[config.mk]
export PLATFORM = sky130hd
export DESIGN_NAME = mem_arbiter
export DESIGN_NICKNAME = d
export VERILOG_FILES = /design/src/rtl/cpu_types_pkg.sv /design/src/rtl/arb_watchdog.sv /design/src/rtl/mem_arbiter.sv
export SDC_FILE = /design/constraint.sdc
export NUM_CORES = 1
export LEC_CHECK = 0
export CAP_MARGIN = 5
export CORE_ASPECT_RATIO = 0.5
export CORE_MARGIN = 4
export CORE_UTILIZATION = 24
export DETAILED_ROUTE_END_ITERATION = 7
export PLACE_DENSITY_LB_ADDON = 0.08
export SLEW_MARGIN = 20
export SYNTH_ARGS = -nofsm -noshare
export SYNTH_HDL_FRONTEND = slang
export SYNTH_SLANG_ARGS = --single-unit
[constraint.sdc]
create_clock -name CLK -period 2.3 [get_ports CLK]
set_clock_uncertainty 0.05 [all_clocks]
set_input_delay 0.575 -clock CLK [delete_from_list [all_inputs] [get_ports CLK]]
set_output_delay 0.575 -clock CLK [all_outputs]
set_load 0.005 [all_outputs]
[src/rtl/cpu_types_pkg.sv]
// Shared CPU types: 32-bit word, memory-arbiter state encoding and the
// default word returned when the arbiter watchdog aborts an access.
package cpu_types_pkg;

  typedef logic [31:0] word_t;

  typedef enum logic [1:0] {
    IDLE = 2'd0,
    IACC = 2'd1,
    DACC = 2'd2
  } arb_state_t;

  localparam word_t ARB_ABORT_WORD = 32'hBAD1BAD1;

endpackage

[src/rtl/arb_watchdog.sv]
// Access watchdog: counts cycles spent in an access without a RAM completion
// and flags expiry when the count reaches TIMEOUT.
module arb_watchdog #(
  parameter logic [7:0] TIMEOUT = 8'd255
) (
  input  logic clk,
  input  logic rst,
  input  logic clear,
  input  logic enable,
  output logic expire
);

  logic [7:0] count;

  // Saturates at TIMEOUT; the arbiter leaves the access that same cycle.
  always_ff @(posedge clk) begin
    if (rst || clear) begin
      count <= '0;
    end else if (enable && (count != TIMEOUT)) begin
      count <= count + 8'd1;
    end
  end

  assign expire = (count == TIMEOUT);

endmodule

[src/rtl/mem_arbiter.sv]
// Single-port RAM arbiter between instruction fetch and data access.
// Optional round-robin on conflicts when MEM_ARB_FAIR_EN is defined.
module mem_arbiter
  import cpu_types_pkg::*;
#(
  parameter int unsigned TIMEOUT    = 255,
  parameter word_t       ABORT_WORD = ARB_ABORT_WORD
) (
  input  logic       CLK,
  input  logic       RST,
  input  logic       iREN,
  input  word_t      iaddr,
  output logic       iwait,
  output word_t      iload,
  input  logic       dREN,
  input  logic       dWEN,
  input  word_t      daddr,
  input  word_t      dstore,
  output logic       dwait,
  output word_t      dload,
  output logic       ramREN,
  output logic       ramWEN,
  output word_t      ramaddr,
  output word_t      ramstore,
  input  word_t      ramload,
  input  logic       ram_ready,
  output logic       arb_err,
  output arb_state_t state_dbg
);

  arb_state_t state, next_state;
  logic       d_req, in_acc, expire, abort, complete, pick_d;

  // Handshake: a request stays asserted with stable address/data until its
  // wait drops; the access completes in the cycle ram_ready (or abort) is seen.
  assign d_req    = dREN | dWEN;
  assign in_acc   = (state == IACC) || (state == DACC);
  assign abort    = in_acc & expire & ~ram_ready;
  assign complete = in_acc & (ram_ready | expire);

  arb_watchdog #(.TIMEOUT(8'(TIMEOUT))) u_watchdog (
    .clk    (CLK),
    .rst    (RST),
    .clear  (state == IDLE),
    .enable (in_acc & ~ram_ready),
    .expire (expire)
  );

`ifdef MEM_ARB_FAIR_EN
  logic last_d;

  always_ff @(posedge CLK) begin
    if (RST) begin
      last_d <= 1'b0;
    end else if (state == IDLE && next_state == DACC) begin
      last_d <= 1'b1;
    end else if (state == IDLE && next_state == IACC) begin
      last_d <= 1'b0;
    end
  end

  assign pick_d = d_req & (~iREN | ~last_d);
`else
  assign pick_d = d_req;
`endif

  always_ff @(posedge CLK) begin
    if (RST) begin
      state <= IDLE;
    end else begin
      state <= next_state;
    end
  end

  always_ff @(posedge CLK) begin
    if (RST) begin
      arb_err <= 1'b0;
    end else if (abort) begin
      arb_err <= 1'b1;
    end
  end

  always_comb begin
    next_state = state;
    case (state)
      IDLE: begin
        if (pick_d) begin
          next_state = DACC;
        end else if (iREN) begin
          next_state = IACC;
        end
      end
      IACC, DACC: begin
        if (complete) begin
          next_state = IDLE;
        end
      end
      default: next_state = IDLE;
    endcase
  end

  always_comb begin
    ramREN   = 1'b0;
    ramWEN   = 1'b0;
    ramaddr  = '0;
    ramstore = '0;
    iload    = ramload;
    dload    = ramload;
    iwait    = iREN & ~((state == IACC) & complete);
    dwait    = d_req & ~((state == DACC) & complete);
    case (state)
      IACC: begin
        ramREN  = 1'b1;
        ramaddr = iaddr;
        if (abort) iload = ABORT_WORD;
      end
      DACC: begin
        ramWEN   = dWEN;
        ramREN   = dREN & ~dWEN;
        ramaddr  = daddr;
        ramstore = dstore;
        if (abort) dload = ABORT_WORD;
      end
      default: ;
    endcase
    // Reset abandons any in-flight RAM access immediately.
    if (RST) begin
      ramREN   = 1'b0;
      ramWEN   = 1'b0;
      ramaddr  = '0;
      ramstore = '0;
    end
  end

  assign state_dbg = state;

endmodule
==> metrics.log, run 1 <==
[report] implementation figures
[metrics] result of the run: finished, violations left
[metrics] violated checks: setup timing
[metrics] flops & latches, synth: 11
[metrics] number of DRC violations after detailed routing: 0
[metrics] net count reported at finish: approximately 730
[metrics] average instance area after synthesis: around 7.1 um2
[metrics] cell accounting for the most synthesized area: sky130_fd_sc_hd__and2_1
[metrics] Vert. Die Dim: 69.4 um
[metrics] synthesized instance count: 256
[metrics] insertion delay to the later sink of the worst-skew pair: 240 ps
[metrics] yosys adder share: 2.76%
[metrics] CTS tree: done
[metrics] max-capacitance violation count: 0
[metrics] routability-driven placement congestion ratio: 0.800
[metrics] post-CTS clock slew at the launch and capture registers of the worst setup and hold paths: 40 ps
[metrics] Die Outline Area: roughly 9100 um2
[metrics] most frequent cell on the critical path: sky130_fd_sc_hd__buf_6
[metrics] final worst setup slack: -266 ps
[metrics] global routing met2 resource utilization: 42.3%
[metrics] chip area line of the yosys report: 1810 um2
[metrics] data arrival time of the worst path: between 1500 and 2000 ps
[metrics] transition time at the pin with the least slew margin: 319 ps
[metrics] row count: 22
[metrics] CP Launch Type: flop
[metrics] Boundary Pins: 269
[metrics] depth of the CTS H-tree: 1
[metrics] cells traversed along the worst timing path: inv_2 -> ha_4 -> and2b_4 -> nand3_4 -> buf_12 -> buf_6 -> buf_12 -> buf_6 -> buf_6 -> and2_4 -> buf_6
[metrics] root buf cell: sky130_fd_sc_hd__clkbuf_16
[metrics] number of flops mapped to enable cells by yosys: 0
[metrics] Starting DRT DRC Count: 56
[metrics] post-layout util: 74.3%
[metrics] area growth from synthesis to layout: 200%
[metrics] via-per-instance ratio: 4.44
[metrics] most instantiated logic cell after routing: sky130_fd_sc_hd__clkdlybuf4s50_1
[metrics] via count of the first global-routing pass: 3069
[metrics] Main area contributors: sky130_fd_sc_hd__and2_1 (17%), sky130_fd_sc_hd__a22oi_1 (13%), sky130_fd_sc_hd__dfxtp_1 (12%), sky130_fd_sc_hd__nand2b_1 (11%), sky130_fd_sc_hd__nor2_1 (8.7%)
[metrics] number of antenna violations at the first check in global routing: 1
[metrics] number of nets at floorplan: ~390
[metrics] Largest stage delay, worst path: 320 ps
[metrics] crit-path max FO: 3
[metrics] number of distinct library cell variants in the gate-level netlist after synthesis: 39
[metrics] hold crit path type: flop to flop
[metrics] worst-case hold slack: 436 ps
[metrics] AND/OR/NAND/NOR Cells, Area Fraction: 53.1%
[metrics] number of port buffers: approximately 270
[metrics] total clock sinks: 11
[metrics] GR met1 Demand/Resource: 21.3%
[metrics] number of standard cells reported by yosys: 256
[metrics] first drt pass iteration count: 4
[metrics] count of warning messages emitted by the tools: 30
[metrics] first-pass GRT wire length: about 16 mm
[metrics] final antenna-violating net count: 0
[metrics] fraction of final layout cells sized beyond drive strength 1: 53.0%
[metrics] buffers from clock root to sink, at most: 2
[metrics] Detailed Place HPWL: a little over 8 mm
[metrics] sequential share of the synthesized area: 12.2%
[metrics] Relative slew margins: between 70% and 80%
[metrics] Floorplan Core Area: between 7000 and 8000 um2
[metrics] total gr overflow: 0
[metrics] cts bufs inserted: 3
[metrics] maximum VDD drop: 0.000228 V
[metrics] xor/xnor share of the synthesized area: 2.90%
[metrics] buffering stage count on the worst path with inverters included: 7
[metrics] Worst setup EP type: output port
[metrics] Fillers: between 500 and 600
[metrics] Crit Path Category: flop to output port
[metrics] hold buffer count at cts: 0
[metrics] most instantiated flip-flop cell in the synthesis netlist: sky130_fd_sc_hd__dfxtp_1
[metrics] wire length per cell: about 15 um
[metrics] setup violators final: 71
[metrics] dominant kind of combinational cell: simple AND/OR/NAND/NOR gates
[metrics] compound-gate portion of the synthesized area: 20.5%
## run 1: sequential cells by signal (all words and copies together) (netlist names)
register / count
arb_err: 1
state_dbg: 2
u_watchdog.count: 8
## run 1: power breakdown
part / total [mW] / switching [mW] / leakage [nW] / internal [mW]
Sequential: 0.205 / 0.00467 / 0.0907 / 0.200
Combinational: 1.18 / 0.446 / 2.41 / 0.732
Clock: 0.319 / 0.0859 / 0.0382 / 0.233
## run 1: worst paths after layout
kind | from | end | slack (ps) | cells after the start
setup / recovery | state_dbg[1]$_SDFFE_PP0P_ | dload[14] | -270 | 11
hold / removal | arb_err$_SDFFE_PP0P_ | arb_err$_SDFFE_PP0P_ | 440 | 2
setup reg to reg | state_dbg[0]$_SDFFE_PP0P_ | state_dbg[1]$_SDFFE_PP0P_ | 690 | 7
hold reg to reg | arb_err$_SDFFE_PP0P_ | arb_err$_SDFFE_PP0P_ | 440 | 2
## run 1: layout make-up
cell class | count | area [um2] | area share, %
sequential | 11 | 225 | 4.14
multi-input combinational | 216 | 1790 | 32.9
tap | 96 | 120 | 2.21
clock buffer | 4 | 78.8 | 1.45
antenna | 1 | 2.50 | 0.0460
timing repair buffer | 355 | 3190 | 58.7
inverter | 8 | 30.0 | 0.552
## run 1: worst min-delay path: cells and delay by family, from the launching register on
family          cells  cell delay, ps
flops               1             300
compound gates      1              60
buf+inv             1              70
## run 1: per-stage QoR
step / area (um2) / instances / power (mW) / setup WS, ps / setup TNS [ps]
floorplan: 1810 / 256 / 0.549 / 314 / 0
global placement: 4920 / 640 / 1.23 / -534 / -60000
detailed placement: 4920 / 640 / 1.24 / -546 / -61420
CTS: 5310 / 680 / 1.65 / -295 / -7590
global route: 5440 / 691 / 1.81 / -354 / -11140
finish: 5440 / 691 / 1.70 / -266 / -6060
## run 1: cell families after synthesis
kind of cell / after synthesis
compound gates: 49
xor+xnor: 6
fa+ha+maj: 4
buf+inv: 29
flops: 11
mux: 1
simple gates: 156
## run 1: routing by layer
layer / vias to the layer above / routed length [um] / share of wire [%]
li1: 1542 / - / -
met1: 1389 / 3930 / 37
met2: 121 / 5750 / 54
met3: 17 / 811 / 7.6
met4: 0 / 212 / 2.0
met5: - / 0 / 0
## run 1: synth_stat cells (all sizes together), types with 2 or more instances
cell / number
nand2b: 32
inv: 8
a22oi: 32
nand2: 4
ha: 4
xor2: 5
a21oi: 3
or2b: 4
o21ai: 3
o2111ai: 3
buf: 11
and2: 63
nor2: 43
nand3: 3
o211ai: 2
dfxtp: 11
clkbuf: 10
## run 1: what timing repair did
item / 4_1_cts / 5_1_grt
gates resized: 562 / 112
setup buffers: 31 / 20
pin swaps: 38 / 39
cloned: 5 / 0
setup endpoints to repair: 132 / 97
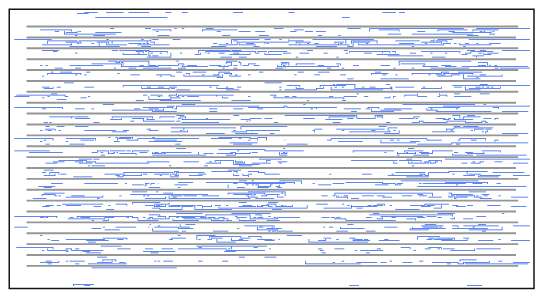
Figure 1: run 1, M1 wires.
(4 px per um) Supply wires on this layer in gray.
wire length on this layer: 3930 um
longest straight run: 27.1 um
main direction: horizontal

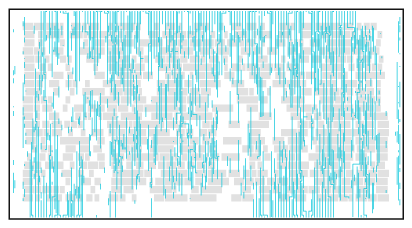
Figure 2: run 1, the metal 2 layer.
(3 px per um) Cells faint in the background.
main direction: vertical
nets with wire on the layer: 628
wire length on this layer: 5750 um

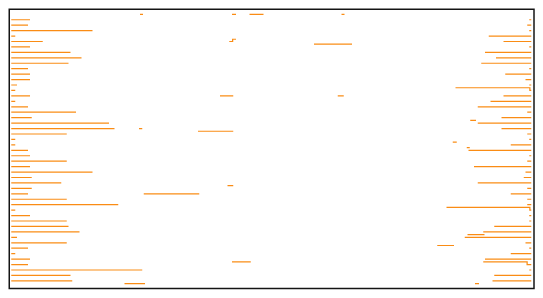
Figure 3: run 1, metal 3.
(4 px per um)
main direction: horizontal
share of all routed wire: 7.6%
wire length on this layer: 811 um
GR Layer Usage met3: 5.92%
Total Wirelength: 10.7 mm
detailed-route via count: 3069

## Run 2: what changed since run 1
--- a/config.mk
+++ b/config.mk
@@ -11,6 +11,7 @@
 export CORE_UTILIZATION = 24
 export DETAILED_ROUTE_END_ITERATION = 7
 export PLACE_DENSITY_LB_ADDON = 0.08
+export SKIP_CTS_REPAIR_TIMING = 1
 export SLEW_MARGIN = 20
 export SYNTH_ARGS = -nofsm -noshare
 export SYNTH_HDL_FRONTEND = slang
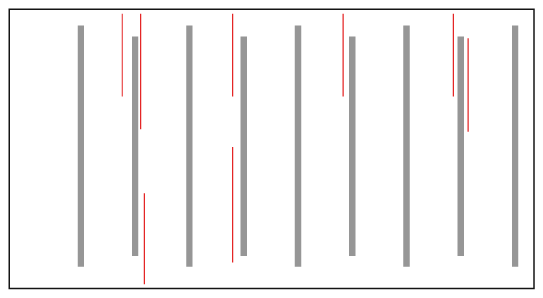
Figure 4: run 2, met4 routing.
(4 px per um) Supply wires on this layer in gray.
longest straight run: 28.6 um
nets with wire on the layer: 8
main direction: vertical
wire length on this layer: 184 um
share of all routed wire: 1.7%

==> run 2 against run 1 <==
The run still ends with setup timing left. Setup slack better by 68 ps. Combinational power down 4%. Sequential share of layout area shrank 0.22 points. Total power fell by 2.4%. Critical endpoint is now dload[21].
==> metrics.log, run 2 <==
[report] implementation figures
[metrics] result of the run: finished, violations left (unchanged)
[metrics] violated checks: setup timing (unchanged)
[metrics] cts bufs inserted: 3 (unchanged)
[metrics] Vert. Die Dim: 69.4 um (unchanged)
[metrics] Main area contributors: sky130_fd_sc_hd__and2_1 (17%), sky130_fd_sc_hd__a22oi_1 (13%), sky130_fd_sc_hd__dfxtp_1 (12%), sky130_fd_sc_hd__nand2b_1 (11%), sky130_fd_sc_hd__nor2_1 (8.7%) (unchanged)
[metrics] insertion delay to the later sink of the worst-skew pair: 240 ps (about the same)
[metrics] data arrival time of the worst path: 1870 ps (was 1940 ps)
[metrics] Detailed Place HPWL: 8.13 mm (unchanged)
[metrics] setup violators final: 48 (was 71)
[metrics] total clock sinks: 11 (unchanged)
[metrics] chip area line of the yosys report: 1810 um2 (unchanged)
[metrics] number of distinct library cell variants in the gate-level netlist after synthesis: 39 (unchanged)
[metrics] hold crit path type: flop to flop (unchanged)
[metrics] number of DRC violations after detailed routing: 0 (unchanged)
[metrics] flops & latches, synth: 11 (unchanged)
[metrics] clock share of power: 19.3% (was 18.7%)
[metrics] most frequent cell on the critical path: sky130_fd_sc_hd__buf_6 (unchanged)
[metrics] cells traversed along the worst timing path: inv_2 -> ha_4 -> and2b_4 -> nand3_4 -> buf_6 -> buf_12 -> buf_6 -> and2_4 -> buf_6 (was inv_2 -> ha_4 -> and2b_4 -> nand3_4 -> buf_12 -> buf_6 -> buf_12 -> buf_6 -> buf_6 -> and2_4 -> buf_6)
[metrics] Starting DRT DRC Count: 60 (was 56)
[metrics] worst flop-to-flop path endpoint: state_dbg[1]$_SDFFE_PP0P_ (unchanged)
[metrics] net count reported at finish: 722 (was 733)
[metrics] Crit Path Category: flop to output port (unchanged)
[metrics] die x size: 131 um (unchanged)
[metrics] switch share: 30.0% (was 31.5%)
[metrics] Hold Path Depth: 2 (unchanged)
[metrics] Die Outline Area: 9080 um2 (unchanged)
[metrics] number of nets at floorplan: 394 (unchanged)
[metrics] area growth from synthesis to layout: 217% (was 200%)
[metrics] post-CTS clock slew at the launch and capture registers of the worst setup and hold paths: 40 ps (about the same)
[metrics] post-layout util: 78.5% (was 74.3%)
[metrics] Relative slew margins: 83.5% (was 78.4%)
[metrics] sequential share of the synthesized area: 12.2% (unchanged)
[metrics] sequential fraction of design power: 12.3% (was 12.0%)
[metrics] via count of the first global-routing pass: 2731 (was 3069)
[metrics] transition time at the pin with the least slew margin: 244 ps (was 319 ps)
[metrics] net load switching power: 0.497 mW (was 0.536 mW)
[metrics] Largest stage delay, worst path: 320 ps (about the same)
[metrics] crit-path max FO: 5 (was 3)
[metrics] number of flip-flops in the largest register: 8 (unchanged)
[metrics] final worst setup slack: -198 ps (was -266 ps)
[metrics] buffers from clock root to sink, at most: 2 (unchanged)
[metrics] most instantiated flip-flop cell in the synthesis netlist: sky130_fd_sc_hd__dfxtp_1 (unchanged)
[metrics] count of cells along the worst register-to-register path: 7 (unchanged)
[metrics] root buf cell: sky130_fd_sc_hd__clkbuf_16 (unchanged)
[metrics] Logic pwr share: 68.3% (was 69.2%)
[metrics] first-pass GRT wire length: 13.9 mm (was 15.6 mm)
[metrics] first drt pass iteration count: 4 (unchanged)
[metrics] endpoint of the worst hold-timing path: arb_err$_SDFFE_PP0P_ (unchanged)
[metrics] Boundary Pins: 269 (unchanged)
[metrics] max-capacitance violation count: 0 (unchanged)
[metrics] worst-case hold slack: 430 ps (was 436 ps)
[metrics] Floorplan Core Area: 7320 um2 (unchanged)
[metrics] register-to-register setup slack: 670 ps (was 690 ps)
[metrics] cell accounting for the most synthesized area: sky130_fd_sc_hd__and2_1 (unchanged)
[metrics] final antenna-violating net count: 0 (unchanged)
[metrics] hold_sp: arb_err$_SDFFE_PP0P_ (unchanged)
[metrics] number of port buffers: 268 (unchanged)
[metrics] detailed-route via count: 3017 (was 3069)
[metrics] number of standard cells reported by yosys: 256 (unchanged)
[metrics] depth of the CTS H-tree: 1 (unchanged)
[metrics] critical path depth: 9 (was 11)
[metrics] wire length per cell: 15.6 um (was 15.5 um)
[metrics] routability-driven placement congestion ratio: 0.800 (unchanged)
[metrics] buffering stage count on the worst path with inverters included: 5 (was 7)
[metrics] Most flops, register: u_watchdog.count (unchanged)
[metrics] synthesized instance count: 256 (unchanged)
[metrics] Total Wirelength: 10.6 mm (was 10.7 mm)
[metrics] Int Pwr: 1.16 mW (about the same)
[metrics] fraction of final layout cells sized beyond drive strength 1: 35.5% (was 53.0%)
[metrics] Yosys top cell by instances: sky130_fd_sc_hd__and2_1 (unchanged)
[metrics] total gr overflow: 0 (unchanged)
[metrics] average instance area after synthesis: 7.07 um2 (unchanged)
[metrics] most frequent cells after synthesis: sky130_fd_sc_hd__and2_1 (49), sky130_fd_sc_hd__nor2_1 (42), sky130_fd_sc_hd__a22oi_1 (32), sky130_fd_sc_hd__nand2b_1 (32), sky130_fd_sc_hd__and2_4 (13) (unchanged)
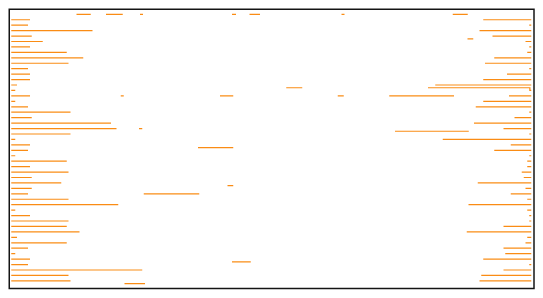
Figure 5: run 2, metal 3.
(4 px per um)
longest straight run: 32.4 um
share of all routed wire: 8.2%

[run 2: cell type report]
type | instances | area [um2]
diodes | 1 | 2.50
repair buffers | 344 | 3620
inverters | 8 | 30.0
flip-flops and latches | 11 | 225
clock buffers | 4 | 78.8
well taps | 96 | 120
multi-input cells | 216 | 1670
fillers | 499 | 1570
[run 2: worst max path at each step]
stage | startpoint | endpoint
after global placement | ram_ready | iload[31]
after floorplan | state_dbg[0]$_SDFFE_PP0P_ | iload[1]
after detailed placement | ram_ready | iload[31]
final | state_dbg[1]$_SDFFE_PP0P_ | dload[21]
after CTS | ram_ready | iload[31]
after global routing | state_dbg[1]$_SDFFE_PP0P_ | dload[31]
[run 2: power by group through the flow]
stage	Clock (mW)	Combinational, mW	Sequential, mW
after CTS	0.327	1.04	0.202
after global routing	0.341	1.22	0.205
after detailed placement	0	1.03	0.205
final	0.321	1.13	0.205
after global placement	0	1.03	0.205
after floorplan	0	0.341	0.208
[run 2: tightest hold or removal path, stage by stage, from the launching register on]
cell and delay (ps):
sky130_fd_sc_hd__dfxtp_1 300, sky130_fd_sc_hd__inv_1 60, sky130_fd_sc_hd__a21oi_1 60
[run 2: metrics by stage]
step	cell area (um2)	setup slack (ps)	TNS, ps	power, mW	std cells
2_1_floorplan	1810	314	0	0.549	256
3_3_place_gp	4920	-534	-60000	1.23	640
3_5_place_dp	4920	-546	-61420	1.24	640
4_1_cts	5000	-550	-62110	1.57	644
5_1_grt	5750	-262	-8130	1.76	680
6_report	5750	-198	-4750	1.66	680
[run 2: cells by family (layout without fill, tap and decap cells)]
family	count (synthesis)	count (layout)	synth area share, %
other	0	1	0
buffers and inverters	29	356	8.09
AND-OR/OR-AND	49	49	20.5
adder cells (fa/ha/maj)	4	4	2.76
flip-flops	11	11	12.2
multiplexers	1	1	0.553
XOR/XNOR	6	6	2.90
AND/OR/NAND/NOR	156	156	53.1
[run 2: layer usage]
metal | up-vias | global-route usage [%] | routed length, um
li1 | 1515 | - | -
met1 | 1364 | 19.5 | 3830
met2 | 121 | 35.9 | 5710
met3 | 17 | 6.15 | 871
met4 | 0 | 4.22 | 184
met5 | - | 0 | 0
## Run 3: what changed since run 2
--- a/config.mk
+++ b/config.mk
@@ -11,7 +11,9 @@
 export CORE_UTILIZATION = 24
 export DETAILED_ROUTE_END_ITERATION = 7
 export PLACE_DENSITY_LB_ADDON = 0.08
+export SETUP_SLACK_MARGIN = 0.3
 export SKIP_CTS_REPAIR_TIMING = 1
+export SKIP_LAST_GASP = 1
 export SLEW_MARGIN = 20
 export SYNTH_ARGS = -nofsm -noshare
 export SYNTH_HDL_FRONTEND = slang
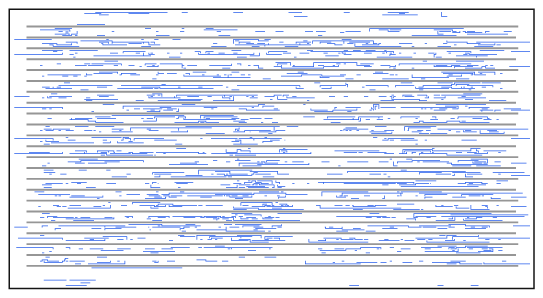
Figure 6: run 3, M1 wires.
(4 px per um) Supply wires on this layer in gray.
wire length on this layer: 4070 um
longest straight run: 33.8 um
share of all routed wire: 35%

==> run 3 against run 2 <==
The run still ends with setup timing left. Fmax is 0.16% higher. Critical endpoint unchanged. Worst hold slack better by 2.8 ps. Synthesized cell count stayed put. Sequential power hardly changed. Die area stayed put. Global-route usage stayed put. Design area is 3.9% higher. Clock-buffer cell count stayed put. Via count is 5.9% higher. First-iteration DRC count is 13% higher. Highest routed layer unchanged. Flip-flop count stayed put. Wire length is 10% higher.
==> metrics.log, run 3 <==
[report] implementation figures
[metrics] endpoint of the worst hold-timing path: arb_err$_SDFFE_PP0P_ (unchanged)
[metrics] number of DRC violations after detailed routing: 0 (unchanged)
[metrics] Reg area: 225 um2 (unchanged)
[metrics] CP Launch Type: flop (unchanged)
[metrics] setup violators final: 72 (was 48)
[metrics] die x size: 131 um (unchanged)
[metrics] Vert. Die Dim: 69.4 um (unchanged)
[metrics] wire length per cell: 16.4 um (was 15.6 um)
[metrics] worst flop-to-flop path endpoint: state_dbg[1]$_SDFFE_PP0P_ (unchanged)
[metrics] transition time at the pin with the least slew margin: 251 ps (was 244 ps)
[metrics] DP Area: 4920 um2 (unchanged)
[metrics] Floorplan Core Area: 7320 um2 (unchanged)
[metrics] result of the run: finished, violations left (unchanged)
[metrics] number of port buffers: 268 (unchanged)
[metrics] number of nets at floorplan: 394 (unchanged)
[metrics] post-CTS clock slew at the launch and capture registers of the worst setup and hold paths: 40 ps (about the same)
[metrics] most instantiated flip-flop cell in the synthesis netlist: sky130_fd_sc_hd__dfxtp_1 (unchanged)
[metrics] Die Outline Area: 9080 um2 (unchanged)
[metrics] area growth from synthesis to layout: 230% (was 217%)
[metrics] cts bufs inserted: 3 (unchanged)
[metrics] Most flops, register: u_watchdog.count (unchanged)
[metrics] Relative slew margins: 83.0% (was 83.5%)
[metrics] Yosys top cell by instances: sky130_fd_sc_hd__and2_1 (unchanged)
[metrics] maximum VDD drop: 0.000256 V (was 0.000240 V)
[metrics] max-capacitance violation count: 0 (unchanged)
[metrics] Hold Path Depth: 2 (unchanged)
[metrics] number of flops mapped to enable cells by yosys: 0 (unchanged)
[metrics] final antenna-violating net count: 0 (unchanged)
[metrics] routability-driven placement congestion ratio: 0.800 (unchanged)
[metrics] startpoint of the worst setup timing path: state_dbg[0]$_SDFFE_PP0P_ (was state_dbg[1]$_SDFFE_PP0P_)
[metrics] Detailed Place HPWL: 8.13 mm (unchanged)
[metrics] average instance area after synthesis: 7.07 um2 (unchanged)
[metrics] crit-path max FO: 6 (was 5)
[metrics] total gr overflow: 0 (unchanged)
[metrics] count of cells along the worst register-to-register path: 7 (unchanged)
[metrics] total power consumption of the routed design: 1.85 mW (was 1.66 mW)
[metrics] number of antenna violations at the first check in global routing: 1 (unchanged)
[metrics] root buf cell: sky130_fd_sc_hd__clkbuf_16 (unchanged)
[metrics] Main area contributors: sky130_fd_sc_hd__and2_1 (17%), sky130_fd_sc_hd__a22oi_1 (13%), sky130_fd_sc_hd__dfxtp_1 (12%), sky130_fd_sc_hd__nand2b_1 (11%), sky130_fd_sc_hd__nor2_1 (8.7%) (unchanged)
[metrics] data arrival time of the worst path: 1870 ps (about the same)
[metrics] violated checks: setup timing (unchanged)
[metrics] Starting DRT DRC Count: 68 (was 60)
[metrics] synthesized instance count: 256 (unchanged)
[metrics] net count reported at finish: 752 (was 722)
[metrics] hold_sp: arb_err$_SDFFE_PP0P_ (unchanged)
[metrics] fraction of final layout cells sized beyond drive strength 1: 49.3% (was 35.5%)
[metrics] total clock sinks: 11 (unchanged)
[metrics] final worst setup slack: -194 ps (was -198 ps)
[metrics] worst setup slack before clock tree synthesis: -546 ps (unchanged)
[metrics] filler-free cell count of the finished design: 710 (was 680)
[metrics] number of flip-flops in the largest register: 8 (unchanged)
[metrics] number of distinct library cell variants in the gate-level netlist after synthesis: 39 (unchanged)
[metrics] buffers from clock root to sink, at most: 2 (unchanged)
[metrics] sequential share of the synthesized area: 12.2% (unchanged)
[metrics] via count of the first global-routing pass: 2731 (unchanged)
[metrics] worst-case hold slack: 433 ps (was 430 ps)
[metrics] via-per-instance ratio: 4.50 (was 4.44)
[metrics] Fillers: 477 (was 499)
[metrics] Worst setup EP type: output port (unchanged)
[metrics] row count: 22 (unchanged)
[metrics] CTS tree: done (unchanged)
[metrics] cell accounting for the most synthesized area: sky130_fd_sc_hd__and2_1 (unchanged)
[metrics] Post-Place Cells: 640 (unchanged)
[metrics] cells traversed along the worst timing path: inv_2 -> ha_4 -> and2b_4 -> nand3_4 -> buf_6 -> buf_12 -> buf_6 -> and2_4 -> buf_6 (unchanged)
[metrics] number of standard cells reported by yosys: 256 (unchanged)
[metrics] final sum of negative setup slack: -6210 ps (was -4750 ps)
[metrics] count of warning messages emitted by the tools: 29 (unchanged)
[metrics] depth of the CTS H-tree: 1 (unchanged)
[metrics] Boundary Pins: 269 (unchanged)
[metrics] MI comb area: 1800 um2 (was 1670 um2)
[metrics] most frequent cell on the critical path: sky130_fd_sc_hd__buf_6 (unchanged)
[metrics] total non-filler cell area in the finished layout: 5970 um2 (was 5750 um2)
[metrics] post-layout util: 81.6% (was 78.5%)
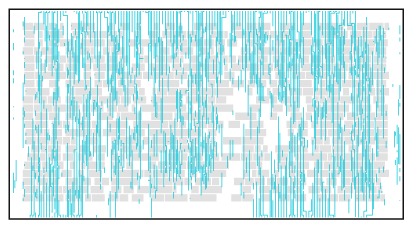
Figure 7: run 3, the metal 2 layer.
(3 px per um) Cells faint in the background.
share of all routed wire: 56%
main direction: vertical
longest straight run: 37.4 um
nets with wire on the layer: 664
wire length on this layer: 6480 um
Total Wirelength: 11.7 mm
detailed-route via count: 3194
global routing met2 resource utilization: 35.9%

run 3: cell counts after synthesis:
No cell type changed its count.
run 3: metal layers:
metal  track usage [%]  share of wire [%]
met1              19.5                 35
met2              35.9                 55
met3              6.15                7.8
met4              4.22                1.8
met5                 0                  0
run 3: how the worst max path moves through the flow:
| stage | cells after the start | slack [ps] | endpoint |
|---|---|---|---|
| after floorplan | 6 | 310 | iload[1] |
| after global placement | 6 | -530 | iload[31] |
| after detailed placement | 6 | -550 | iload[31] |
| after CTS | 6 | -550 | iload[31] |
| after global routing | 9 | -260 | dload[21] |
| final | 9 | -190 | dload[21] |
run 3: power by group:
part / total, mW / internal [mW] / leakage, nW / switching, mW
logic: 1.32 / 0.859 / 3.15 / 0.465
clock network: 0.320 / 0.233 / 0.0382 / 0.0873
registers: 0.205 / 0.200 / 0.0907 / 0.00482
run 3: worst max-delay path: cells and delay by family, from the launching register on:
kind	cells	cell delay (ps)
buffers and inverters	5	540
AND/OR/NAND/NOR	3	480
flip-flops	1	320
adder cells (fa/ha/maj)	1	270
run 3: layout make-up:
cell class,instances,area share [%]
antenna,1,0.0419
clock buffer,4,1.32
inverter,8,0.503
multi-input combinational,216,30.1
sequential,11,3.77
tap,96,2.01
timing repair buffer,374,62.2
run 3: logic make-up (layout without fill, tap and decap cells):
kind of cell / count (synthesis) / after routing / share of synthesized area (%)
adders and majority gates: 4 / 4 / 2.76
muxes: 1 / 1 / 0.553
and+or+nand+nor: 156 / 156 / 53.1
other: 0 / 1 / 0
xor gates and xnor gates: 6 / 6 / 2.90
buffers and inverters: 29 / 386 / 8.09
DFF: 11 / 11 / 12.2
AOI/OAI and AO/OA: 49 / 49 / 20.5
Power figures rest on the tool's default switching activity, not on a simulated workload.
